`src/rtl/pc_unit_if.sv`:
```
// Fetch-stage program-counter bus: control inputs from next-PC selection and
// PC/status outputs towards the instruction-memory address port.
interface pc_unit_if #(
  parameter int unsigned XLEN  = 32,
  parameter int unsigned CNT_W = 32
);
  logic             stall_i;
  logic             redirect_i;
  logic [XLEN-1:0]  redirect_pc_i;
  logic             trap_i;
  logic             halt_i;
  logic             resume_i;
  logic [XLEN-1:0]  pc_o;
  logic [XLEN-1:0]  pc_plus_o;
  logic             pc_valid_o;
  logic             halted_o;
  logic             misalign_o;
  logic [CNT_W-1:0] adv_cnt_o;

  modport master (
    output stall_i, redirect_i, redirect_pc_i, trap_i, halt_i, resume_i,
    input  pc_o, pc_plus_o, pc_valid_o, halted_o, misalign_o, adv_cnt_o
  );

  modport slave (
    input  stall_i, redirect_i, redirect_pc_i, trap_i, halt_i, resume_i,
    output pc_o, pc_plus_o, pc_valid_o, halted_o, misalign_o, adv_cnt_o
  );
endinterface

```
`src/rtl/pc_unit.sv`:
```
// Fetch-stage program counter: stall hold, redirect, trap vectoring, BOOT/RUN/HALT FSM.
// Optional macro PC_ALIGN_CHK_EN vectors misaligned redirect targets to TRAP_VEC.
module pc_unit #(
  parameter int unsigned     XLEN      = 32,
  parameter logic [XLEN-1:0] RESET_VEC = 32'h0000_0000,
  parameter logic [XLEN-1:0] TRAP_VEC  = 32'h0000_0004,
  parameter int unsigned     STEP      = 4,
  parameter int unsigned     CNT_W     = 32
) (
  input  logic      clk_i,
  input  logic      rst_ni,
  pc_unit_if.slave  bus
);

  typedef enum logic [1:0] {
    ST_BOOT = 2'd0,
    ST_RUN  = 2'd1,
    ST_HALT = 2'd2
  } state_e;

  localparam logic [XLEN-1:0]  STEP_V  = XLEN'(STEP);
  localparam logic [CNT_W-1:0] CNT_ONE = CNT_W'(1);

  state_e           state_r;
  state_e           state_s;
  logic [XLEN-1:0]  pc_r;
  logic [XLEN-1:0]  pc_s;
  logic [CNT_W-1:0] cnt_r;
  logic             adv_s;
  logic             redir_en_s;
  logic             redir_bad_s;
  logic             trap_take_s;
  logic             pc_valid_s;
  logic             halted_s;

  // BOOT ignores redirects; only a trap may move the PC there.
  assign redir_en_s  = bus.redirect_i && (state_r != ST_BOOT);
  assign trap_take_s = bus.trap_i || redir_bad_s;

`ifdef PC_ALIGN_CHK_EN
  function automatic logic misaligned_f(input logic [1:0] low_bits);
    if (STEP == 32'd4) begin
      return low_bits != 2'b00;
    end else if (STEP == 32'd2) begin
      return low_bits[0] != 1'b0;
    end else begin
      return 1'b0;
    end
  endfunction

  logic mis_r;

  assign redir_bad_s = redir_en_s && misaligned_f(bus.redirect_pc_i[1:0]);

  // One-cycle pulse after a misaligned redirect was turned into a trap.
  always_ff @(posedge clk_i) begin
    if (!rst_ni) begin
      mis_r <= 1'b0;
    end else begin
      mis_r <= redir_bad_s && !bus.trap_i;
    end
  end

  assign bus.misalign_o = mis_r;
`else
  assign redir_bad_s    = 1'b0;
  assign bus.misalign_o = 1'b0;
`endif

  // State, PC and advance-counter registers.
  always_ff @(posedge clk_i) begin
    if (!rst_ni) begin
      state_r <= ST_BOOT;
      pc_r    <= RESET_VEC;
      cnt_r   <= '0;
    end else begin
      state_r <= state_s;
      pc_r    <= pc_s;
      cnt_r   <= adv_s ? (cnt_r + CNT_ONE) : cnt_r;
    end
  end

  // Next-state logic; in HALT halt_i beats resume_i, a trap always resumes.
  always_comb begin
    state_s = state_r;
    case (state_r)
      ST_BOOT: state_s = ST_RUN;
      ST_RUN: begin
        if (bus.halt_i) begin
          state_s = ST_HALT;
        end else begin
          state_s = ST_RUN;
        end
      end
      ST_HALT: begin
        if (trap_take_s) begin
          state_s = ST_RUN;
        end else if (bus.halt_i) begin
          state_s = ST_HALT;
        end else if (bus.resume_i) begin
          state_s = ST_RUN;
        end else begin
          state_s = ST_HALT;
        end
      end
      default: state_s = ST_BOOT;
    endcase
  end

  // Next-PC priority: trap, redirect (also flushes a stall), stall hold, step.
  always_comb begin
    pc_s  = pc_r;
    adv_s = 1'b0;
    if (trap_take_s) begin
      pc_s  = TRAP_VEC;
      adv_s = 1'b1;
    end else if (redir_en_s) begin
      pc_s  = bus.redirect_pc_i;
      adv_s = 1'b1;
    end else if ((state_r == ST_RUN) && !bus.stall_i) begin
      pc_s  = pc_r + STEP_V;
      adv_s = 1'b1;
    end else begin
      pc_s  = pc_r;
      adv_s = 1'b0;
    end
  end

  // Status outputs decoded from the state register.
  always_comb begin
    pc_valid_s = 1'b0;
    halted_s   = 1'b0;
    case (state_r)
      ST_BOOT: begin
        pc_valid_s = 1'b0;
        halted_s   = 1'b0;
      end
      ST_RUN: begin
        pc_valid_s = 1'b1;
        halted_s   = 1'b0;
      end
      ST_HALT: begin
        pc_valid_s = 1'b0;
        halted_s   = 1'b1;
      end
      default: begin
        pc_valid_s = 1'b0;
        halted_s   = 1'b0;
      end
    endcase
  end

  assign bus.pc_o       = pc_r;
  assign bus.pc_plus_o  = pc_r + STEP_V;
  assign bus.pc_valid_o = pc_valid_s;
  assign bus.halted_o   = halted_s;
  assign bus.adv_cnt_o  = cnt_r;

endmodule

```
`src/flat_wrapper.sv`:
```
// flat-port wrapper written by rule: the top's interface ports become plain ports
module pc_unit_flat 
#(
  parameter int unsigned     XLEN      = 32,
  parameter logic [XLEN-1:0] RESET_VEC = 32'h0000_0000,
  parameter logic [XLEN-1:0] TRAP_VEC  = 32'h0000_0004,
  parameter int unsigned     STEP      = 4,
  parameter int unsigned     CNT_W     = 32
)
  (clk_i, rst_ni, bus_stall_i, bus_redirect_i, bus_redirect_pc_i, bus_trap_i, bus_halt_i, bus_resume_i, bus_pc_o, bus_pc_plus_o, bus_pc_valid_o, bus_halted_o, bus_misalign_o, bus_adv_cnt_o);
  pc_unit_if #(.XLEN(XLEN), .CNT_W(CNT_W)) bus_i ();
  input  logic clk_i;
  input  logic rst_ni;
  input wire logic [$bits(bus_i.stall_i)-1:0] bus_stall_i;
  input wire logic [$bits(bus_i.redirect_i)-1:0] bus_redirect_i;
  input wire logic [$bits(bus_i.redirect_pc_i)-1:0] bus_redirect_pc_i;
  input wire logic [$bits(bus_i.trap_i)-1:0] bus_trap_i;
  input wire logic [$bits(bus_i.halt_i)-1:0] bus_halt_i;
  input wire logic [$bits(bus_i.resume_i)-1:0] bus_resume_i;
  output wire logic [$bits(bus_i.pc_o)-1:0] bus_pc_o;
  output wire logic [$bits(bus_i.pc_plus_o)-1:0] bus_pc_plus_o;
  output wire logic [$bits(bus_i.pc_valid_o)-1:0] bus_pc_valid_o;
  output wire logic [$bits(bus_i.halted_o)-1:0] bus_halted_o;
  output wire logic [$bits(bus_i.misalign_o)-1:0] bus_misalign_o;
  output wire logic [$bits(bus_i.adv_cnt_o)-1:0] bus_adv_cnt_o;
  assign bus_i.stall_i = bus_stall_i;
  assign bus_i.redirect_i = bus_redirect_i;
  assign bus_i.redirect_pc_i = bus_redirect_pc_i;
  assign bus_i.trap_i = bus_trap_i;
  assign bus_i.halt_i = bus_halt_i;
  assign bus_i.resume_i = bus_resume_i;
  assign bus_pc_o = bus_i.pc_o;
  assign bus_pc_plus_o = bus_i.pc_plus_o;
  assign bus_pc_valid_o = bus_i.pc_valid_o;
  assign bus_halted_o = bus_i.halted_o;
  assign bus_misalign_o = bus_i.misalign_o;
  assign bus_adv_cnt_o = bus_i.adv_cnt_o;
  pc_unit #(.XLEN(XLEN), .RESET_VEC(RESET_VEC), .TRAP_VEC(TRAP_VEC), .STEP(STEP), .CNT_W(CNT_W)) u_core (.clk_i(clk_i), .rst_ni(rst_ni), .bus(bus_i));
endmodule
```
`config.mk`:
```
export PLATFORM = sky130hd
export DESIGN_NAME = pc_unit_flat
export DESIGN_NICKNAME = d
export VERILOG_FILES = /design/src/rtl/pc_unit_if.sv /design/src/rtl/pc_unit.sv /design/src/flat_wrapper.sv
export SDC_FILE = /design/constraint.sdc
export NUM_CORES = 1
export LEC_CHECK = 0
export CAP_MARGIN = 10
export CORE_MARGIN = 5
export CORE_UTILIZATION = 42
export DETAILED_ROUTE_END_ITERATION = 12
export GPL_TIMING_DRIVEN = 0
export MAX_ROUTING_LAYER = met4
export PLACE_DENSITY = 0.76
export SYNTH_ARGS = -nofsm -noshare
export SYNTH_HDL_FRONTEND = slang
export SYNTH_SLANG_ARGS = --single-unit
```
`constraint.sdc`:
```
create_clock -name clk_i -period 3 [get_ports clk_i]
set_clock_uncertainty 0.2 [all_clocks]
set_input_delay 0.6 -clock clk_i [delete_from_list [all_inputs] [get_ports clk_i]]
set_output_delay 0.6 -clock clk_i [all_outputs]
set_load 0.01 [all_outputs]
```
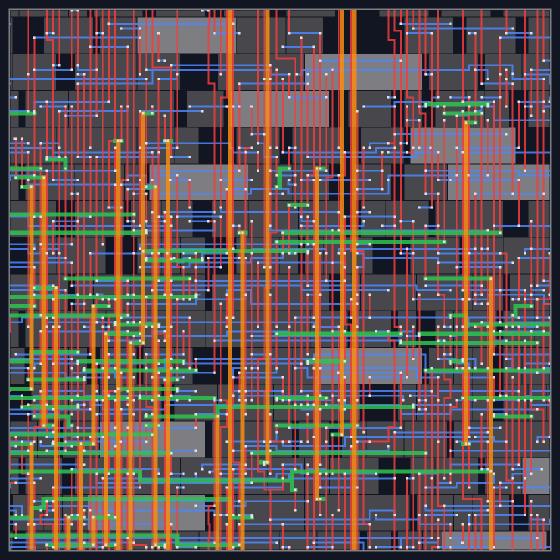
zoom.png
Window x 32 to 72, y 53 to 93 um. Cells in grey, sequential cells in the stronger grey; small squares are vias.
orange -> met4
green -> met3
blue -> met1
red -> met2
cells with their middle in the window = 160
most frequent = buf_4 (24), clkdlybuf4s50_1 (17), nand2_1 (13)
sequential cells in the window = 10
netlist names of flops here include = u_core.bus.pc_o (10)

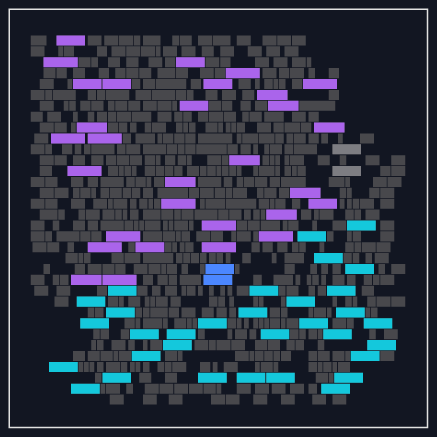
registers.png
Drawn at 4 px/um. Other sequential cells in the stronger grey, the rest of the logic in the fainter grey.
cyan -> u_core.bus.adv_cnt_o  # flops 32
purple -> u_core.bus.pc_o  # flops 30
blue -> u_core.state_r  # flops 2
Seq area share: 0.231
final core utilization: 0.688

[flip-flops by register name, summed over array words and instances, names as in the netlist, named ones only]
| name | cells |
|---|---|
| u_core.bus.pc_o | 30 |
| u_core.bus.adv_cnt_o | 32 |
| u_core.state_r | 2 |
[metal layers]
metal  track usage  up-vias  share of wire
met2         0.392      315           0.47
met5             -        -              0
met1         0.324     2131           0.39
met3        0.0559       71           0.10
li1              -     2073              -
met4         0.104        0          0.047
[where the power goes]
part | leakage [uW] | switching, uW | total, uW | internal [uW]
clock network | 0.0000888 | 416 | 731 | 316
logic | 0.00171 | 158 | 315 | 157
registers | 0.000549 | 30.9 | 919 | 888
[placed cells by master, fill, tap and decap left out, types with 6 or more instances in the layout]
master / Yosys / final
clkbuf_1: 23 / 16
nand3_1: 23 / 18
inv_1: 14 / 13
buf_2: 5 / 13
o21ai_0: 26 / 26
clkbuf_8: 0 / 9
dfxtp_4: 0 / 13
nor2_1: 44 / 42
nand2_1: 41 / 40
a21oi_1: 27 / 27
a22oi_1: 12 / 12
clkdlybuf4s50_1: 0 / 112
or3_1: 18 / 16
nand4_1: 15 / 15
o2bb2ai_1: 8 / 8
dfxtp_1: 66 / 44
and4_1: 6 / 6
xnor2_2: 0 / 6
xnor2_1: 39 / 33
buf_4: 4 / 48
nor3_1: 14 / 11
xor2_1: 9 / 9
dfxtp_2: 0 / 9
nor4_1: 12 / 10
dlygate4sd2_1: 0 / 6
[worst max-delay path by stage]
stage                                    to  slack [ns]  cells after the start
after detailed placement  bus_pc_plus_o[28]       -0.56                      6
final                     bus_pc_plus_o[30]        -0.1                      6
after global placement    bus_pc_plus_o[28]       -0.54                      6
after global routing      bus_pc_plus_o[30]       -0.16                      6
after CTS                 bus_pc_plus_o[31]       -0.07                      7
after floorplan           bus_pc_plus_o[28]        0.23                      5
==> results.json <==
{
  "synth_cell_type_count": 53,
  "aoi_share": 0.185,
  "logic_family": "simple AND/OR/NAND/NOR gates",
  "synth_warnings": 0,
  "grt_max_degree": 15,
  "design_area_um2": 5970,
  "drive_above_1_share": 0.209,
  "logic_gate_count": 358,
  "inverters": 15,
  "max_slew.worst_pin.slew_ns": 1.09,
  "route.vias.total": 4590,
  "grt_antenna_before_repair": 1,
  "coreArea_um2": 8680,
  "cpMaxStageDelayCell": "or4_4",
  "clk_latency_ns": 0.36,
  "mux_area_frac": 0,
  "worstPathRequired_ns": 2.20,
  "wl_per_cell_um": 19.3,
  "min_path_type": "flip-flop to flip-flop",
  "nets": 697,
  "slew_violations": 0,
  "synth_top_cell_by_area": "dfxtp_1",
  "maxCapViolCount": 0,
  "critPathLaunchType": "flip-flop",
  "vdd_drop_max_mv": 0.200,
  "fin_hold_ws_ns": 0.285,
  "clock_path_buffers": 2,
  "finalHoldViolCount": 0,
  "clkTransAtPathRegs_ns": 0.08,
  "syn-cell-area_um2": 3730,
  "die_x_um": 104,
  "crit_path_start": "u_core.bus.pc_o[2]",
  "ys.flop_type": "dfxtp_1",
  "cts_resized": 115,
  "fp.dieH_um": 104,
  "cts_hold_buf": 0,
  "drtPass1Iterations": 5,
  "violations": "negative setup slack",
  "place_area_um2": 5210,
  "yosys-top-cells-count": "dfxtp_1, nor2_1, nand2_1",
  "ff2ff_path_depth": 5,
  "status": "finished, violations left",
  "clock_buffers": 9,
  "slew_headroom": 0.270,
  "area_delta_synth_final_pct": 60.2,
  "clock-root-buffer": "clkbuf_8",
  "leakagePower_uw": 0.00235,
  "r2r_end": "u_core.bus.pc_o[14]",
  "ys_cells": 472,
  "logic_area_um2": 2440,
  "reg2reg_slack_ns": 0.12,
  "post-place-ws_ns": -0.558,
  "endpoint_kind": "primary output",
  "cts_sinks": 66,
  "grt_overflow": 0,
  "stage_log_warnings": 28,
  "fin_cells": 770,
  "ant_nets": 0,
  "post_cts_buffers": 19,
  "timing.setup.tns_ns": -0.343,
  "synthCells": 472,
  "placementRows": 34,
  "slowest_delay_ns": 0.66,
  "fp_nets": 513,
  "numPlacedInstances": 715,
  "xor_share": 0.113,
  "fp_util": 0.429,
  "setup_violations": 7,
  "regArea_um2": 1380,
  "place.gp.congestion": 0.876,
  "ys_sh_simple": 0.285,
  "powerDensity_nw_per_um2": 329,
  "grt_pass1_vias": 4168,
  "well_tap_count": 108,
  "worst_slack_ns": -0.0964,
  "arrival_ns": 2.30,
  "largest_cell_class": "logic gates",
  "fmax_ghz": 0.323,
  "final-nonclk-buf-share": 0.296,
  "adder_share": 0.00672,
  "cts_tree": "built",
  "via_per_inst": 5.96,
  "period_used_share": 1.03,
  "detailed_place_hpwl_mm": 9.77,
  "rsz0062_at_grt": "yes",
  "io_buffers": 135,
  "synth_seq_share": 0.355,
  "critical_path.max_fanout": 5,
  "path_cells": "ha_4, nand4_1, or4_4, nor3_4, xor2_1, buf_2",
  "synth_async_sr_flop_share": 0
}
Power figures rest on the tool's default switching activity, not on a simulated workload.
